Figure 1. Wiring by layer (run 1).
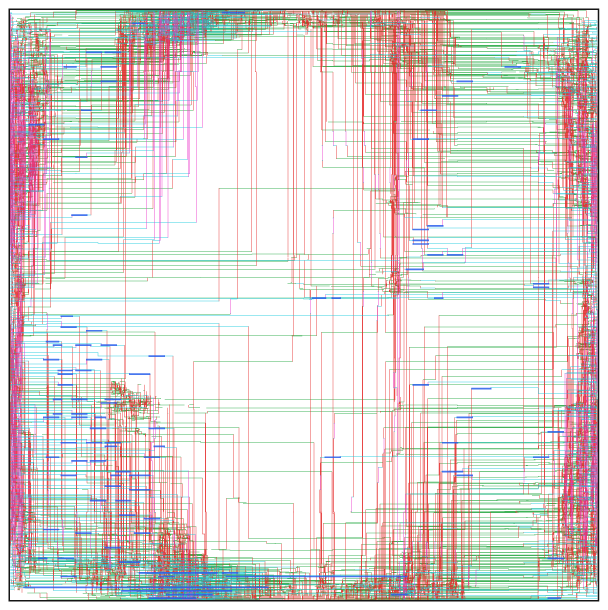
Figure 2. Clock network drawn from the DEF (run 1).
The bar under the picture is 200 um long.
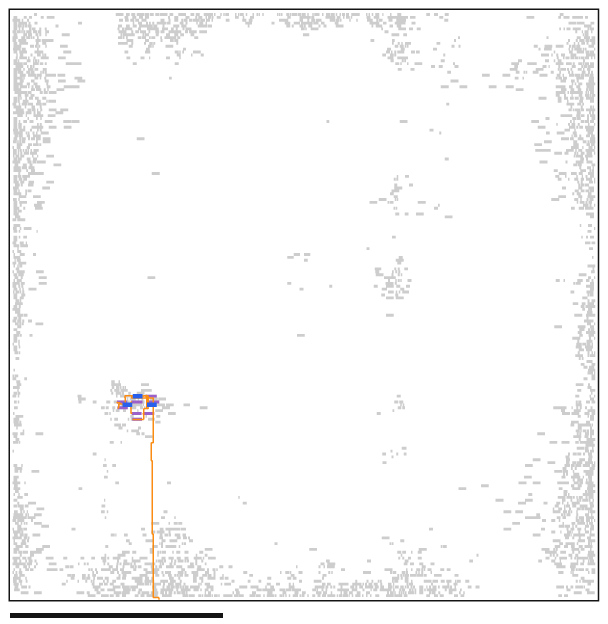
Figure 3. The clock network (run 1).
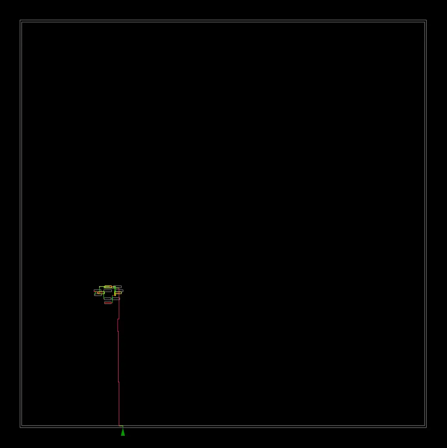
$ cat src/rtl/umi_write_arb_if.sv
// umi_write_arb_if
//   Bundles the requester-side and converter-side signals of umi_write_arb.
//   N  : number of requesters (2..8)
//   PW : UMI packet width
// Signals
//   in_packet   [N*PW] requester packets, port i at [i*PW +: PW]
//   in_valid    [N]    per-requester valid, held until matching in_ready
//   in_ready    [N]    per-requester completion pulse
//   out_packet  [PW]   packet to the converter
//   out_valid          valid to the converter
//   out_ready          converter completion pulse (1 cycle)
//   grant       [N]    one-hot current grant, zero when idle
//   busy               arbiter holds a grant
//   grant_count [N*32] per-port completed-transaction counters
// Modports
//   slave  : the arbiter side
//   master : the environment (requesters + converter) side
interface umi_write_arb_if #(
  parameter int unsigned N  = 4,
  parameter int unsigned PW = 256
);
  logic [N*PW-1:0] in_packet;
  logic [N-1:0]    in_valid;
  logic [N-1:0]    in_ready;
  logic [PW-1:0]   out_packet;
  logic            out_valid;
  logic            out_ready;
  logic [N-1:0]    grant;
  logic            busy;
  logic [N*32-1:0] grant_count;

  modport slave (
    input  in_packet, in_valid, out_ready,
    output in_ready, out_packet, out_valid, grant, busy, grant_count
  );

  modport master (
    output in_packet, in_valid, out_ready,
    input  in_ready, out_packet, out_valid, grant, busy, grant_count
  );
endinterface

$ cat src/rtl/umi_write_arb.sv
// umi_write_arb
//   Round-robin arbiter sharing one write-only UMI-to-AXI converter among N
//   UMI write requesters. A grant is locked for a whole transaction and is
//   released on the converter's completion pulse (out_ready) or when the
//   granted requester drops its valid (abandon). Because the grant is cleared
//   on completion and re-arbitrated only from IDLE, out_valid always has at
//   least one low cycle between back-to-back packets.
// Ports
//   clk  : clock
//   rst  : asynchronous, active-high reset
//   bus  : umi_write_arb_if.slave (requester and converter signals)
// Configuration
//   UMI_WRITE_ARB_CNT_EN : when defined, N 32-bit wrap-around completion
//                          counters drive grant_count; otherwise grant_count
//                          is tied to zero and no counter flops exist.
module umi_write_arb #(
  parameter int unsigned N  = 4,
  parameter int unsigned PW = 256
) (
  input logic          clk,
  input logic          rst,
  umi_write_arb_if.slave bus
);

  localparam int unsigned LW = (N > 1) ? $clog2(N) : 1;

  typedef enum logic {
    ST_IDLE = 1'b0,
    ST_BUSY = 1'b1
  } state_t;

  state_t          r_state;
  logic [N-1:0]    r_grant;
  logic            r_busy;
  logic [LW-1:0]   r_last;

  logic [LW-1:0]   w_gidx;
  logic            w_gvalid;
  logic            w_done;
  logic            w_req_any;
  logic [LW-1:0]   w_pick;
  logic [N-1:0]    w_pick_oh;
  int unsigned     w_best;
  logic [PW-1:0]   w_pkt;

  // Index of the granted port (grant is one-hot, so at most one bit hits).
  always_comb begin
    w_gidx = '0;
    for (int unsigned i = 0; i < N; i++) begin
      if (r_grant[i]) w_gidx = LW'(i);
    end
  end

  // Grant is zero in IDLE, so these are naturally quiet when idle.
  assign w_gvalid = |(r_grant & bus.in_valid);
  assign w_done   = w_gvalid & bus.out_ready;

  // Round-robin pick: each requester's distance from last+1 (mod N) is
  // computed and the smallest distance wins, equivalent to scanning
  // last+1, last+2, ... with wrap-around.
  assign w_req_any = |bus.in_valid;

  always_comb begin
    w_pick = '0;
    w_best = N;
    for (int unsigned i = 0; i < N; i++) begin
      if (bus.in_valid[i] && (((i + N - 1 - 32'(r_last)) % N) < w_best)) begin
        w_best = (i + N - 1 - 32'(r_last)) % N;
        w_pick = LW'(i);
      end
    end
  end

  assign w_pick_oh = {{(N-1){1'b0}}, 1'b1} << w_pick;

  // Control FSM; grant, busy and last are all registered here.
  always_ff @(posedge clk or posedge rst) begin
    if (rst) begin
      r_state <= ST_IDLE;
      r_grant <= '0;
      r_busy  <= 1'b0;
      r_last  <= LW'(N - 1);
    end else begin
      case (r_state)
        ST_IDLE: begin
          // out_ready while idle is ignored.
          if (w_req_any) begin
            r_state <= ST_BUSY;
            r_grant <= w_pick_oh;
            r_busy  <= 1'b1;
          end
        end
        ST_BUSY: begin
          // Both completion and abandon release the grant and advance last.
          if (!w_gvalid || bus.out_ready) begin
            r_state <= ST_IDLE;
            r_grant <= '0;
            r_busy  <= 1'b0;
            r_last  <= w_gidx;
          end
        end
        default: begin
          r_state <= ST_IDLE;
          r_grant <= '0;
          r_busy  <= 1'b0;
        end
      endcase
    end
  end

  // Packet mux straight from the registered grant; all zero when idle.
  always_comb begin
    w_pkt = '0;
    for (int unsigned i = 0; i < N; i++) begin
      if (r_grant[i]) w_pkt = bus.in_packet[i*PW +: PW];
    end
  end

  assign bus.out_packet = w_pkt;
  assign bus.out_valid  = w_gvalid;
  // in_ready is gated by the granted valid so an abandon never pulses it.
  assign bus.in_ready   = r_grant & bus.in_valid & {N{bus.out_ready}};
  assign bus.grant      = r_grant;
  assign bus.busy       = r_busy;

`ifdef UMI_WRITE_ARB_CNT_EN
  logic [31:0] r_cnt [N];

  always_ff @(posedge clk or posedge rst) begin
    if (rst) begin
      for (int unsigned i = 0; i < N; i++) r_cnt[i] <= '0;
    end else if (w_done) begin
      for (int unsigned i = 0; i < N; i++) begin
        if (r_grant[i]) r_cnt[i] <= r_cnt[i] + 32'd1;
      end
    end
  end

  always_comb begin
    bus.grant_count = '0;
    for (int unsigned i = 0; i < N; i++) begin
      bus.grant_count[i*32 +: 32] = r_cnt[i];
    end
  end
`else
  assign bus.grant_count = '0;
`endif

endmodule

$ cat src/flat_wrapper.sv
// flat-port wrapper written by rule: the top's interface ports become plain ports
module umi_write_arb_flat 
#(
  parameter int unsigned N  = 4,
  parameter int unsigned PW = 256
)
  (clk, rst, bus_in_packet, bus_in_valid, bus_out_ready, bus_in_ready, bus_out_packet, bus_out_valid, bus_grant, bus_busy, bus_grant_count);
  umi_write_arb_if #(.N(N), .PW(PW)) bus_i ();
  input logic clk;
  input logic rst;
  input wire logic [$bits(bus_i.in_packet)-1:0] bus_in_packet;
  input wire logic [$bits(bus_i.in_valid)-1:0] bus_in_valid;
  input wire logic [$bits(bus_i.out_ready)-1:0] bus_out_ready;
  output wire logic [$bits(bus_i.in_ready)-1:0] bus_in_ready;
  output wire logic [$bits(bus_i.out_packet)-1:0] bus_out_packet;
  output wire logic [$bits(bus_i.out_valid)-1:0] bus_out_valid;
  output wire logic [$bits(bus_i.grant)-1:0] bus_grant;
  output wire logic [$bits(bus_i.busy)-1:0] bus_busy;
  output wire logic [$bits(bus_i.grant_count)-1:0] bus_grant_count;
  assign bus_i.in_packet = bus_in_packet;
  assign bus_i.in_valid = bus_in_valid;
  assign bus_i.out_ready = bus_out_ready;
  assign bus_in_ready = bus_i.in_ready;
  assign bus_out_packet = bus_i.out_packet;
  assign bus_out_valid = bus_i.out_valid;
  assign bus_grant = bus_i.grant;
  assign bus_busy = bus_i.busy;
  assign bus_grant_count = bus_i.grant_count;
  umi_write_arb #(.N(N), .PW(PW)) u_core (.clk(clk), .rst(rst), .bus(bus_i));
endmodule
$ cat config.mk
export PLATFORM = sky130hd
export DESIGN_NAME = umi_write_arb_flat
export DESIGN_NICKNAME = d
export VERILOG_FILES = /design/src/rtl/umi_write_arb_if.sv /design/src/rtl/umi_write_arb.sv /design/src/flat_wrapper.sv
export SDC_FILE = /design/constraint.sdc
export NUM_CORES = 1
export LEC_CHECK = 0
export ABC_AREA = 1
export CAP_MARGIN = 10
export CORE_AREA = 2 2 551 553
export CTS_CLUSTER_SIZE = 24
export DETAILED_ROUTE_END_ITERATION = 16
export DIE_AREA = 0 0 553 555
export SLEW_MARGIN = 20
export SYNTH_ARGS = -nofsm -noshare
export SYNTH_HDL_FRONTEND = slang
export SYNTH_SLANG_ARGS = --single-unit
$ cat constraint.sdc
create_clock -name clk -period 2.9 [get_ports clk]
set_input_delay 0.29 -clock clk [delete_from_list [all_inputs] [get_ports clk]]
set_output_delay 0.29 -clock clk [all_outputs]
set_load 0.02 [all_outputs]
==> impl.org, run 1 <==
#+TITLE: Flow metrics

** Final timing
- Headroom to the max-slew limit came out at 53.1%.
- Setup repair after global routing could not meet its margin everywhere.
- Final Critical Period :: 2.87 ns
- Counting pins that exceed their max-slew limit in the final report gives 0.

** Detailed routing
- Met3 wire len :: 34400 um
- DRC violations left :: 0

** Logic synthesis
- After synthesis, the most frequently instantiated cells are nand2_1 (544), a21oi_1 (514), nand3_1 (263).
- Post-synthesis sequential element count :: 8
- Grouping non-sequential cells by family puts the most area in AND-OR/OR-AND gates.
- Largest cells by area after synthesis :: a21oi_1 (27%), nand2_1 (21%), nand3_1 (14%)
- Synthesis Warnings :: 0
- Basic Gates by Area :: 35.6%
- Synthesis produced a netlist whose cell count is 1948.
- Post-synthesis share of cell area spent on xor and xnor gates :: 0%
- Post-synthesis async set-or-reset flop share :: 100%
- Area fraction of the dominant cell type after synthesis :: 26.7%

** Final layout
- Fraction of layout cells with a size suffix above 1 :: 13.0%
- # nets final :: 4210

** GRT
- Wire length of the first global-routing pass :: 285000 um
- Met2 usage :: 21.9%
- Overall Global Routing Usage :: 15.2%

** Clock network
- TritonCTS built the clock tree.
- CTS root buffer :: clkbuf_16

** Critical path
- Delay contributed by the slowest stage of the critical path :: 0.55 ns
- For the worst flop-to-flop path, the logic depth is 18.
- Required time of the worst setup path :: 2.61 ns
- Startpoint-to-endpoint class of the critical path :: reg2out
- Per the post-run analysis, buffers plus inverters along the critical path come to 4.

** Power and ir drop
- Seq group :: 0.317 mW
- Cell internal power was estimated by the tool at 12.7 mW.

** Status
- The flow ran to the end, and the final reports show no timing, DRC or antenna violations.

** Die
- In this run the full chip footprint comes out at 307000 um^2.
- Core Util at FP :: 3.20%

** Placed design
- Quantity of I/O buffers inserted on ports :: 1296
- The placed instances occupy a cell area of 29400 um^2.
About Figure 1:
[magenta] met4 | wire length: 17600 um
[blue] met5 | wire length: 1930 um
[cyan] met3 | wire length: 34.4 mm
[green] met1 | wire length: 93.9 mm
[red] met2 | wire length: 97.4 mm

About Figure 2:
[purple] flip-flops | count: 8
[orange] clock wires | length: 345 um
[blue] cells driving clock nets | count: 3
routed clock nets: 4
worst clock skew on the final layout: 0.00374 ns
clock share of power: 0.8%
reported clock group power: 0.242 mW
clock insertion delay at the later pin of the skew report: 0.24 ns

About Figure 3:
number of flip-flops and latches: 8
clkbuf count: 4
CTS Buf Count: 3

-- run 1: worst paths after layout --
path                                     startpoint             endpoint
worst min register to register      u_core.bus.busy      u_core.bus.busy
worst max-delay path            u_core.bus.grant[1]  bus_out_packet[143]
worst max register to register     u_core.r_last[0]  u_core.bus.grant[0]
max in group asynchronous                       rst     u_core.r_last[0]
worst min-delay path                            rst      u_core.bus.busy
min in group clk                    u_core.bus.busy      u_core.bus.busy
-- run 1: cell families after synthesis --
kind of cell	count (synthesis)
other	1
DFF	8
and+or+nand+nor	821
AOI/OAI and AO/OA	776
buffers and inverters	340
adders and majority gates	2
-- run 1: cell type report --
| cell class | count | area, um^2 | area share, % |
|---|---|---|---|
| clock buffer | 4 | 78.8 | 0.261 |
| antenna | 161 | 403 | 1.33 |
| tap | 3978 | 4980 | 16.5 |
| sequential | 8 | 218 | 0.720 |
| multi-input combinational | 1727 | 8100 | 26.8 |
| inverter | 12 | 57.6 | 0.190 |
| timing repair buffer | 1425 | 16400 | 54.2 |
-- run 1: layout by cell type (no fill, tap or decap) --
master,instances
ha_1,2
nor2_2,3
a21oi_2,8
nor2_1,6
dfrtp_4,4
o21ai_2,19
buf_12,238
dfrtp_1,2
buf_16,1
nand3_1,252
inv_1,9
clkbuf_1,1
dfstp_2,2
a21oi_4,9
buf_4,107
conb_1,128
a21oi_1,498
nand2_1,544
nand3_2,10
o21ai_1,215
or2_2,1
nand3_4,1
or2_4,1
nand2_2,2
nand4_1,1
clkdlybuf4s50_1,1079
clkbuf_16,3
o21ai_0,26
clkinv_8,1
diode_2,161
inv_2,2
o21ai_4,1
-- run 1: repair_timing --
action                                 in CTS  in global routing
endpoints found under the hold margin       0                  0
gates cloned                                0                  0
gates resized                              42                 18
pin swaps                                   2                  0
setup buffers                               5                  0
setup endpoints to repair                  29                 34
==> run 1 -> run 2 <==
--- a/config.mk
+++ b/config.mk
@@ -15,3 +15,4 @@
 export SYNTH_ARGS = -nofsm -noshare
 export SYNTH_HDL_FRONTEND = slang
 export SYNTH_SLANG_ARGS = --single-unit
+export TNS_END_PERCENT = 1
==> run 2 against run 1 <==
The flow now finishes with violations (setup timing). Clock skew grew 0.00079 ns. Core utilization about the same. Count of clock-buffer cells in the layout is the same. First-iteration DRC count down 1.4%. Global-route usage about the same. Routed wire length hardly changed. Fmax decreased by 1.5%. Synthesized cell count stayed put. Largest cell class unchanged. Highest routed layer unchanged.
==> impl.org, run 2 <==
#+TITLE: Flow metrics

** Die
- The total die area came to 307000 um^2 (unchanged).
- Core Util at FP :: 3.20% (unchanged)

** Clock network
- Clock insertion delay at the later pin of the skew report :: 0.24 ns (about the same)
- The clock tree from TritonCTS is yes (unchanged).
- The number of buffers on the longest clock path was 2 (unchanged).
- The root buffer cell was clkbuf_16 (unchanged).

** Logic synthesis
- Largest cells by area after synthesis :: a21oi_1 (27%), nand2_1 (21%), nand3_1 (14%) (unchanged)
- The flip-flop and latch count after synthesis is 8 (unchanged).
- Area fraction of the dominant cell type after synthesis :: 26.7% (unchanged)
- The synthesized instance count came to 1948 (unchanged).
- Ranking of synthesized cells by instance count :: nand2_1 (544), a21oi_1 (514), nand3_1 (263) (unchanged)

** Final timing
- The relative slew slack is 56.1% (was 53.1%).
- The final critical-path required period is 2.91 ns (was 2.87 ns).
- The total setup violations reported at the end of the flow was 3 (was 0).
- Worst Setup Slack, final :: -0.0102 ns (was 0.0346 ns)
- Pins over their slew limit :: 0 (unchanged)
- RSZ-0062 raised after global routing: yes (unchanged).

** GRT
- Overall Global Routing Usage :: 15.2% (about the same)
- The global-route wire length before repair is 285000 um (about the same).

** Status
- Status: finished with violations (was finished, final reports clean).
- Violations in the final reports :: setup timing

** Power and ir drop
- Sw Pwr :: 18.7 mW (was 18.8 mW)
- Pint :: 12.6 mW (was 12.7 mW)
- Seq group :: 0.377 mW (was 0.317 mW)

** Final layout
- # nets final :: 4206 (was 4210)
- The most instantiated logic cell after routing was clkdlybuf4s50_1 (unchanged).
- Fraction of layout cells with a size suffix above 1 :: 12.7% (was 13.0%)

** Critical path
- Required time of the worst setup path :: 2.61 ns (about the same)
- The peak per-stage delay on the critical path came to 0.54 ns (was 0.55 ns).

** Placed design
- The number of cells after detailed placement is 7145 (unchanged).
## run 2: worst max-delay path: cells and delay by family, from the launching register on
| family | cells | cell delay, ns |
|---|---|---|
| compound gates | 3 | 0.66 |
| flops | 1 | 0.54 |
| buf+inv | 4 | 0.77 |
| simple gates | 1 | 0.33 |
## run 2: final timing paths
kind                                          start                   to  slack, ns  cells after the start
worst max register to register     u_core.r_last[0]  u_core.bus.grant[0]       0.51                     18
worst max-delay path            u_core.bus.grant[1]  bus_out_packet[175]      -0.01                      8
worst min-delay path                            rst      u_core.bus.busy       0.31                      2
max in group asynchronous                       rst     u_core.r_last[0]       2.29                      2
min in group clk                    u_core.bus.busy      u_core.bus.busy       0.51                      2
worst min register to register      u_core.bus.busy      u_core.bus.busy       0.51                      2
## run 2: layout make-up
class	instances	area, um^2
fill	35238	271000
timing repair buffer	1421	16300
sequential	8	218
tap	3978	4980
multi-input combinational	1727	8080
inverter	12	52.6
clock buffer	4	78.8
antenna	152	380
## run 2: kinds of logic after synthesis
group | synth area share (%)
AND/OR/NAND/NOR | 35.6
AND-OR/OR-AND | 40.4
buffers and inverters | 21.6
flip-flops | 2.10
adder cells (fa/ha/maj) | 0.259
other | 0.0389
## run 2: timing repair
item	in CTS	in global routing
hold buffers	0	0
gates resized	36	17
pin swaps	0	0
setup buffers	1	0
endpoints found under the hold margin	0	0
setup endpoints to repair	29	35
## run 2: routing by layer
layer	up-vias	global-route usage, %	routed length, um
met1	9855	17.3	94900
met3	748	8.65	33500
li1	9088	-	-
met5	-	1.59	1950
met2	2074	21.9	97600
met4	198	8.21	17100
Figure 4. Metal 3 (run 2).
Cells faint in the background.
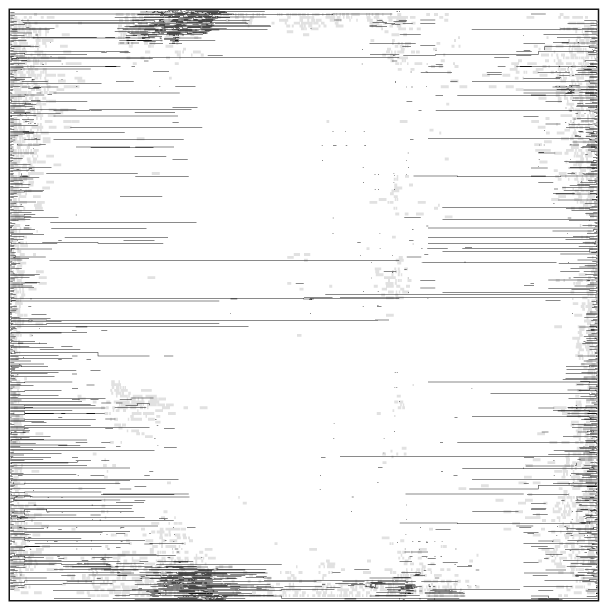
main direction: horizontal
nets with wire on the layer: 1221
wire length on this layer: 33.5 mm

Figure 5. Clock network drawn from the DEF (run 2).
The bar under the picture is 200 um long.
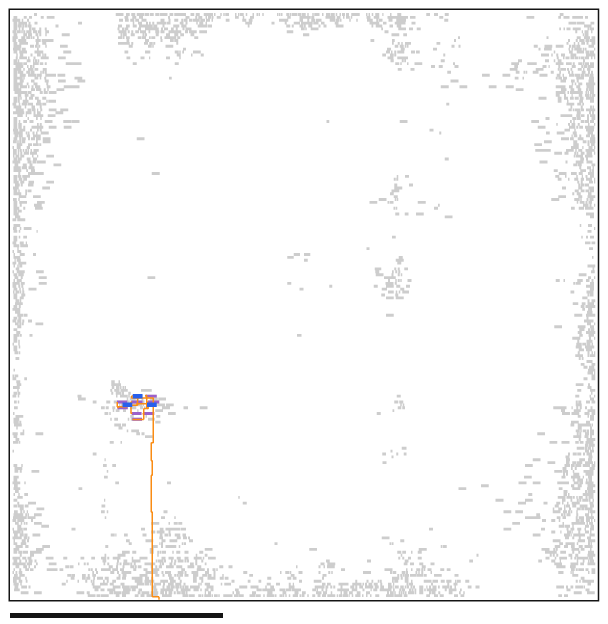
[purple] flip-flops | count: 8
[blue] cells driving clock nets | count: 3
[orange] clock wires | length: 345 um
routed clock nets: 4
reported clock group power: 0.241 mW
worst clock skew on the final layout: 0.00453 ns

Power and IR drop assume default switching activity.
